[src/rtl/ip_rx_ctrl_if.sv]
// Byte-stream bundle between the MAC, the IPv4 header decoder and the UDP stage.
// slave is the receive sequencer's view; master is the view of the surrounding logic.
interface ip_rx_ctrl_if;
   logic        rx_valid;
   logic [7:0]  rx_data;
   logic        rx_last;
   logic        dec_valid;
   logic [7:0]  dec_din;
   logic        dec_done;
   logic        dec_err;
   logic [31:0] dec_sa;
   logic [31:0] dec_da;
   logic        pl_valid;
   logic [7:0]  pl_data;
   logic        pl_last;
   logic [31:0] pl_sa;
   logic        frame_ok;
   logic [15:0] drop_cnt;

   modport slave (
      input  rx_valid, rx_data, rx_last,
      input  dec_done, dec_err, dec_sa, dec_da,
      output dec_valid, dec_din,
      output pl_valid, pl_data, pl_last, pl_sa, frame_ok, drop_cnt
   );

   modport master (
      output rx_valid, rx_data, rx_last,
      output dec_done, dec_err, dec_sa, dec_da,
      input  dec_valid, dec_din,
      input  pl_valid, pl_data, pl_last, pl_sa, frame_ok, drop_cnt
   );
endinterface

[src/rtl/ip_rx_ctrl.sv]
// Receive sequencer: strips the Ethernet header, feeds the IP header to the decoder,
// filters on destination address and forwards payload bytes one cycle later.
module ip_rx_ctrl #(
   parameter logic [31:0] LOCAL_IP     = 32'hC0A8_0164,
   parameter bit          ACCEPT_BCAST = 1'b1,
   parameter int          HDR_TIMEOUT  = 64
) (
   input logic         clk,
   input logic         rst,
   ip_rx_ctrl_if.slave bus
);

   localparam int TW = $clog2(HDR_TIMEOUT + 1);

   typedef enum logic [2:0] {IDLE, ETH_HDR, IP_HDR, PAYLOAD, DROP} state_t;

   state_t          state, state_nxt;
   logic [3:0]      byte_cnt, byte_cnt_nxt;
   logic [7:0]      etype_hi, etype_hi_nxt;
   logic [TW-1:0]   tmo_cnt;
   logic [31:0]     pl_sa_q;
   logic [7:0]      pl_data_q;
   logic            pl_valid_q, pl_last_q, frame_ok_q;
   logic            pl_valid_nxt, pl_last_nxt, frame_ok_nxt;
   logic [15:0]     drop_q;
   logic            drop_inc, latch_sa;
   logic            addr_ok, tmo_hit;

   assign addr_ok = (bus.dec_da == LOCAL_IP) || (ACCEPT_BCAST && (bus.dec_da == 32'hFFFF_FFFF));
   assign tmo_hit = (tmo_cnt == TW'(HDR_TIMEOUT - 1));

   assign bus.dec_valid = (state == IP_HDR) && bus.rx_valid;
   assign bus.dec_din   = bus.dec_valid ? bus.rx_data : 8'h00;
   assign bus.pl_valid  = pl_valid_q;
   assign bus.pl_data   = pl_data_q;
   assign bus.pl_last   = pl_last_q;
   assign bus.pl_sa     = pl_sa_q;
   assign bus.frame_ok  = frame_ok_q;
   assign bus.drop_cnt  = drop_q;

   always_ff @(posedge clk) begin
      if (rst) begin
         state      <= IDLE;
         byte_cnt   <= '0;
         etype_hi   <= '0;
         tmo_cnt    <= '0;
         pl_sa_q    <= '0;
         pl_data_q  <= '0;
         pl_valid_q <= 1'b0;
         pl_last_q  <= 1'b0;
         frame_ok_q <= 1'b0;
         drop_q     <= '0;
      end else begin
         state      <= state_nxt;
         byte_cnt   <= byte_cnt_nxt;
         etype_hi   <= etype_hi_nxt;
         tmo_cnt    <= (state == IP_HDR) ? tmo_cnt + TW'(1) : '0;
         pl_data_q  <= bus.rx_data;
         pl_valid_q <= pl_valid_nxt;
         pl_last_q  <= pl_last_nxt;
         frame_ok_q <= frame_ok_nxt;
         if (latch_sa)
            pl_sa_q <= bus.dec_sa;
         if (drop_inc && (drop_q != 16'hFFFF))
            drop_q <= drop_q + 16'd1;
      end
   end

   // Runt endings and valid gaps are checked first so a frame never strands the FSM in DROP.
   always_comb begin
      state_nxt    = state;
      byte_cnt_nxt = byte_cnt;
      etype_hi_nxt = etype_hi;
      pl_valid_nxt = 1'b0;
      pl_last_nxt  = 1'b0;
      frame_ok_nxt = 1'b0;
      drop_inc     = 1'b0;
      latch_sa     = 1'b0;
      case (state)
         IDLE: begin
            byte_cnt_nxt = '0;
            if (bus.rx_valid) begin
               if (bus.rx_last) begin
                  drop_inc = 1'b1;
               end else begin
                  byte_cnt_nxt = 4'd1;
                  state_nxt    = ETH_HDR;
               end
            end
         end
         ETH_HDR: begin
            if (!bus.rx_valid || bus.rx_last) begin
               drop_inc  = 1'b1;
               state_nxt = IDLE;
            end else begin
               byte_cnt_nxt = byte_cnt + 4'd1;
               if (byte_cnt == 4'd12)
                  etype_hi_nxt = bus.rx_data;
               if (byte_cnt == 4'd13) begin
                  byte_cnt_nxt = '0;
                  if ({etype_hi, bus.rx_data} == 16'h0800) begin
                     state_nxt = IP_HDR;
                  end else begin
                     drop_inc  = 1'b1;
                     state_nxt = DROP;
                  end
               end
            end
         end
         IP_HDR: begin
            if (!bus.rx_valid || bus.rx_last) begin
               drop_inc  = 1'b1;
               state_nxt = IDLE;
            end else if (bus.dec_err) begin
               drop_inc  = 1'b1;
               state_nxt = DROP;
            end else if (bus.dec_done) begin
               if (addr_ok) begin
                  latch_sa     = 1'b1;
                  pl_valid_nxt = 1'b1;
                  state_nxt    = PAYLOAD;
               end else begin
                  drop_inc  = 1'b1;
                  state_nxt = DROP;
               end
            end else if (tmo_hit) begin
               drop_inc  = 1'b1;
               state_nxt = DROP;
            end
         end
         PAYLOAD: begin
            if (!bus.rx_valid) begin
               pl_last_nxt = 1'b1;
               drop_inc    = 1'b1;
               state_nxt   = IDLE;
            end else begin
               pl_valid_nxt = 1'b1;
               if (bus.rx_last) begin
                  pl_last_nxt  = 1'b1;
                  frame_ok_nxt = 1'b1;
                  state_nxt    = IDLE;
               end
            end
         end
         DROP: begin
            if (bus.rx_valid && bus.rx_last)
               state_nxt = IDLE;
         end
         default: state_nxt = IDLE;
      endcase
   end

endmodule
[src/flat_wrapper.sv]
// flat-port wrapper written by rule: the top's interface ports become plain ports
module ip_rx_ctrl_flat 
#(
   parameter logic [31:0] LOCAL_IP     = 32'hC0A8_0164,
   parameter bit          ACCEPT_BCAST = 1'b1,
   parameter int          HDR_TIMEOUT  = 64
)
  (clk, rst, bus_rx_valid, bus_rx_data, bus_rx_last, bus_dec_done, bus_dec_err, bus_dec_sa, bus_dec_da, bus_dec_valid, bus_dec_din, bus_pl_valid, bus_pl_data, bus_pl_last, bus_pl_sa, bus_frame_ok, bus_drop_cnt);
  ip_rx_ctrl_if bus_i ();
  input logic clk;
  input logic rst;
  input wire logic [$bits(bus_i.rx_valid)-1:0] bus_rx_valid;
  input wire logic [$bits(bus_i.rx_data)-1:0] bus_rx_data;
  input wire logic [$bits(bus_i.rx_last)-1:0] bus_rx_last;
  input wire logic [$bits(bus_i.dec_done)-1:0] bus_dec_done;
  input wire logic [$bits(bus_i.dec_err)-1:0] bus_dec_err;
  input wire logic [$bits(bus_i.dec_sa)-1:0] bus_dec_sa;
  input wire logic [$bits(bus_i.dec_da)-1:0] bus_dec_da;
  output wire logic [$bits(bus_i.dec_valid)-1:0] bus_dec_valid;
  output wire logic [$bits(bus_i.dec_din)-1:0] bus_dec_din;
  output wire logic [$bits(bus_i.pl_valid)-1:0] bus_pl_valid;
  output wire logic [$bits(bus_i.pl_data)-1:0] bus_pl_data;
  output wire logic [$bits(bus_i.pl_last)-1:0] bus_pl_last;
  output wire logic [$bits(bus_i.pl_sa)-1:0] bus_pl_sa;
  output wire logic [$bits(bus_i.frame_ok)-1:0] bus_frame_ok;
  output wire logic [$bits(bus_i.drop_cnt)-1:0] bus_drop_cnt;
  assign bus_i.rx_valid = bus_rx_valid;
  assign bus_i.rx_data = bus_rx_data;
  assign bus_i.rx_last = bus_rx_last;
  assign bus_i.dec_done = bus_dec_done;
  assign bus_i.dec_err = bus_dec_err;
  assign bus_i.dec_sa = bus_dec_sa;
  assign bus_i.dec_da = bus_dec_da;
  assign bus_dec_valid = bus_i.dec_valid;
  assign bus_dec_din = bus_i.dec_din;
  assign bus_pl_valid = bus_i.pl_valid;
  assign bus_pl_data = bus_i.pl_data;
  assign bus_pl_last = bus_i.pl_last;
  assign bus_pl_sa = bus_i.pl_sa;
  assign bus_frame_ok = bus_i.frame_ok;
  assign bus_drop_cnt = bus_i.drop_cnt;
  ip_rx_ctrl #(.LOCAL_IP(LOCAL_IP), .ACCEPT_BCAST(ACCEPT_BCAST), .HDR_TIMEOUT(HDR_TIMEOUT)) u_core (.clk(clk), .rst(rst), .bus(bus_i));
endmodule
[config.mk]
export PLATFORM = sky130hd
export DESIGN_NAME = ip_rx_ctrl_flat
export DESIGN_NICKNAME = d
export VERILOG_FILES = /design/src/rtl/ip_rx_ctrl_if.sv /design/src/rtl/ip_rx_ctrl.sv /design/src/flat_wrapper.sv
export SDC_FILE = /design/constraint.sdc
export NUM_CORES = 1
export LEC_CHECK = 0
export ABC_AREA = 1
export CAP_MARGIN = 20
export CORE_UTILIZATION = 48
export DETAILED_ROUTE_END_ITERATION = 6
export PLACE_DENSITY_LB_ADDON = 0.12
export REMOVE_ABC_BUFFERS = 1
export SLEW_MARGIN = 20
export SYNTH_ARGS = -nofsm -noshare
export SYNTH_HDL_FRONTEND = slang
export SYNTH_SLANG_ARGS = --single-unit
[constraint.sdc]
create_clock -name clk -period 4.3 [get_ports clk]
set_clock_uncertainty 0.2 [all_clocks]
set_input_delay 0.645 -clock clk [delete_from_list [all_inputs] [get_ports clk]]
set_output_delay 0.645 -clock clk [all_outputs]
set_load 0.05 [all_outputs]
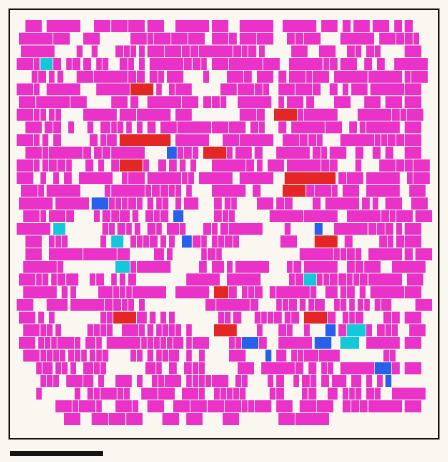
*Cell sizes after repair*
Scale bar: 20 um.
colour	size	cells	share	most used
magenta	x1 and smaller	691	96%	clkdlybuf4s50_1
cyan	x3 and x4	7	0.97%	buf_4
blue	x2	11	1.5%	nand3_2
red	x6 and larger	12	1.7%	clkbuf_8

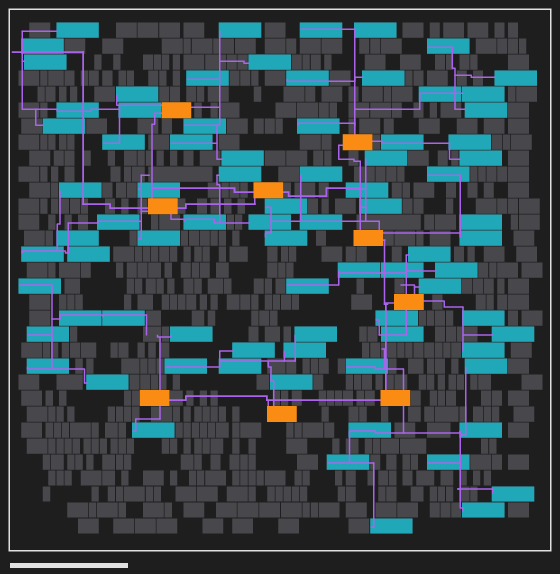
*Clock wires, drivers and flops*
Scale bar: 20 um.
[orange] clock-net drivers | count: 9
[purple] clock wires | length: 942 um
[cyan] flip-flops | count: 81
routed clock nets	10
clock group total power: 605 uW
clk_lat worst skew: 0.35 ns

==> notes.md <==
Results of the flow run.

The basic-gate share of the synthesized area counting and, or, nand and nor cells stands at 28.46%. nand2_1 is the most common cell in the netlist. The synthesis area per yosys stands at 0.003874 sq mm. The script logs the mean routed wire length per placed instance as 11.76 um. The count of multi-input combinational gates stands at 382. The reported leakage power stands at 2.191 nW. In the final layout, the fill cell count is 643. On the reported timing paths, the clock transition at the registers reads 0.08 ns.

The power drawn by the sequential cells stands at 769 uW. The synthesized netlist contains 32 unique library cells. The row count stands at 32. Entering global routing, the biggest net connects 68 pins. The critical-path maximum fanout stands at 8. The width of the die stands at 91.84 um. Of all flip-flops after synthesis, the portion carrying an async set or reset was 0%. The final antenna diode tally reported by the flow is 0.

The worst-case setup margin in the final layout stands at 0.9448 ns. Summed over all nets, the half-perimeter wirelength after detailed placement is 7182 um. The peak supply drop stands at 0.0001689 V. The synthesized cell area stands at 0.003874 sq mm.

Global routing consumed, on the met1 layer, 25.23% of the routing resources. The worst setup path is of the input pin to output port kind. For the worst reg-to-reg path, the endpoint reported by OpenROAD is u_core.bus.drop_cnt[15].

The biggest area contributor in the post-synthesis netlist is dfxtp_1. The port buffer count stands at 145. The area share of buffers outside the clock network stands at 26.48%.

The most used flip-flop cell after synthesis is dfxtp_1. Yosys reports that the most numerous cell types are 100 x nand2_1, 94 x nor2_1, 92 x inv_1, 81 x dfxtp_1, 69 x a21oi_1. The flow ran to the end, and the final reports show no timing, DRC or antenna violations. The routed via count divided by cell count stands at 4.940. The adder and majority cell fraction of the synthesized area stands at 0.6460%. STA classifies the critical path startpoint as an input pin. The met2 layer wire length in the routed design stands at 5060 um. The critical path goes through clkdlybuf4s50_1 > inv_1 > nor2_1 > inv_1 > nor2_1 > clkdlybuf4s50_1. The biggest slice of the area belongs to logic gates.

The final antenna-violating net count stands at 0. Per the final timing report, the hold violations number 0. The detailed-route wire length on metal 1 stands at 3837 um. Per the post-synthesis report, the number of cells in the design is 577. The final report lists the setup-violating endpoint count as 0. Checking hold timing, the worst path is listed with class flip-flop to flip-flop.

Global routing consumed, on the met3 layer, 5.556% of the routing resources. The ratio of cells with drive above 1 in the final layout stands at 4.161%. Timing would allow up to 298.0 MHz.

Of the total synthesized cell area, the portion taken by AND-OR and OR-AND cells is 15.83%. Summed over all nets, the switching power comes to 402.8 uW. The plain and repair buffers instantiated in the layout total 148. In the layout the commonest cells are 145 x clkdlybuf4s50_1, 100 x nand2_1, 94 x nor2_1, 92 x inv_1, 81 x dfxtp_1. The highest layer touched by signal routing is met4.

The worst register-to-register path begins at u_core.tmo_cnt[0]. Setup repair after global routing left no endpoint under its margin. The stage delay of the slowest cell on the critical path stands at 0.82 ns. The first global-routing pass estimated 16,010 um of wire. In this run, flip-flops and latches consume 48.2% of the power.

Registers take 0.001622 sq mm. The weighted congestion reported at the end of routability-driven placement stands at 0.8821. In the final layout, multi-input gates take up 31.83% of the cell area. STA classifies the critical path endpoint as an output port. Cells fill 71.65% of the core in the end. In this run the standard cell core region covers 0.007767 sq mm. The core utilization at floorplan stands at 49.87%. Prior to clock tree synthesis, the placed netlist has a worst setup slack of 0.9691 ns. Per the post-run analysis, buffers plus inverters along the critical path come to 4. For reference, the top cells by area after synthesis are dfxtp_1 42%, nand2_1 9.7%, nor2_1 9.1%, a21oi_1 8.9%, inv_1 8.9%.

Counting only logic cells after layout, the most numerous master is clkdlybuf4s50_1. The power report lists the combinational group at 223 uW. Leaving out the clock tree, the finished layout contains an inverter count of 94. The count of synthesis-stage warnings from yosys stands at 0. Yosys mapped a number of flops with a built-in enable equal to 0.

Cell internal power was estimated by the tool at 1.195 mW. The data required time reported for the critical path is 3.45 ns. Summing over every cut layer, the via total after detailed routing is 4,066. OpenROAD emitted warnings numbering 25.

The overall overflow remaining after global route stands at 0. The area of placed instances stands at 0.005348 sq mm. The minimum period implied by the final worst setup slack stands at 3.355 ns. The worst hold path stage count stands at 2.

The internal reg-to-reg setup slack stands at 1.95 ns. The final report lists a non-filler cell total of 823. The count of state elements after synthesis stands at 81. Compared with the post-synthesis result, the final layout area differs by 43.67%.

The combinational share of power stands at 13.9%. The total power density per cell area stands at 287.0 mW/mm^2. The number of global-route vias before repair stands at 3,837.

Global routing used 23.16% of the available tracks across all layers. The xor-xnor portion of the synthesized cell area stands at 0.6783%. Counting the buffers created by CTS gives 9. The count of nets after finishing stands at 796. The detailed-route DRC error count stands at 0. The report puts the cell count of the worst reg-to-reg path at 12.

For reference, the critical path is launched at bus_rx_valid. Net switching is 25.22% of the power. TritonCTS built the clock tree. The final power report lists total power as 1.597 mW.

The sequential-to-total area share from yosys stat stands at 41.86%. Looking at hold timing, the worst path starts from u_core.bus.pl_sa[31]. The number of buffers added for setup after CTS stands at 0. Per report_power, the clock group accounts for 37.9% of the total.

The count of hold buffers inserted by post-cts repair stands at 0. For this block, the initial DRC count from the detailed router was 191. Per the Yosys statistics, synthesis produced 577 cells. The final design area excluding fillers stands at 0.005565 sq mm. The cell count after placement stands at 807. The final wirelength stands at 9681 um. At the pin with the least slew margin, the transition time is 0.6087 ns. The relative area of clock buffers and inverters in the final design stands at 3.912%.

The data arrival time reported for the critical path is 2.51 ns. Final hold analysis gives a worst-case slack of 0.2453 ns. The area fraction of the largest cell type after synthesis is 41.86%. OpenROAD reports that the post-layout worst path occupies 78.03% of the period. The area of the multi-input gates stands at 0.001772 sq mm.

The maximum clock insertion buffer count stands at 2. Global routing used 43.36% of the available met2 tracks. The routed design uses 587 um of met3 wire.

The average size of a mapped cell stands at 6.714 sq um. For reference, the mux area share after synthesis is 0%. The global router reports that the layer with the highest usage is met2.

The STA report counts the stages on the worst setup path as 6. The overall chip area stands at 0.008434 sq mm. The sequential cell area share stands at 29.14%.
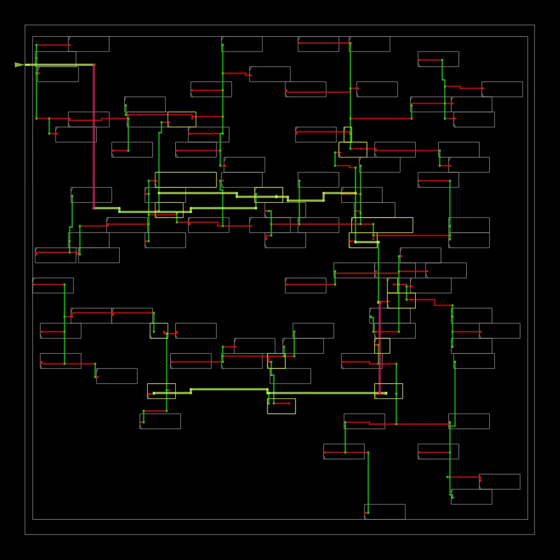
*Clock wiring as the flow saved it*
flop count: 81
clk_buf instances: 10
number of sinks handled by clock tree synthesis: 81

No activity file was given, so power comes from the tool's default toggle rates.
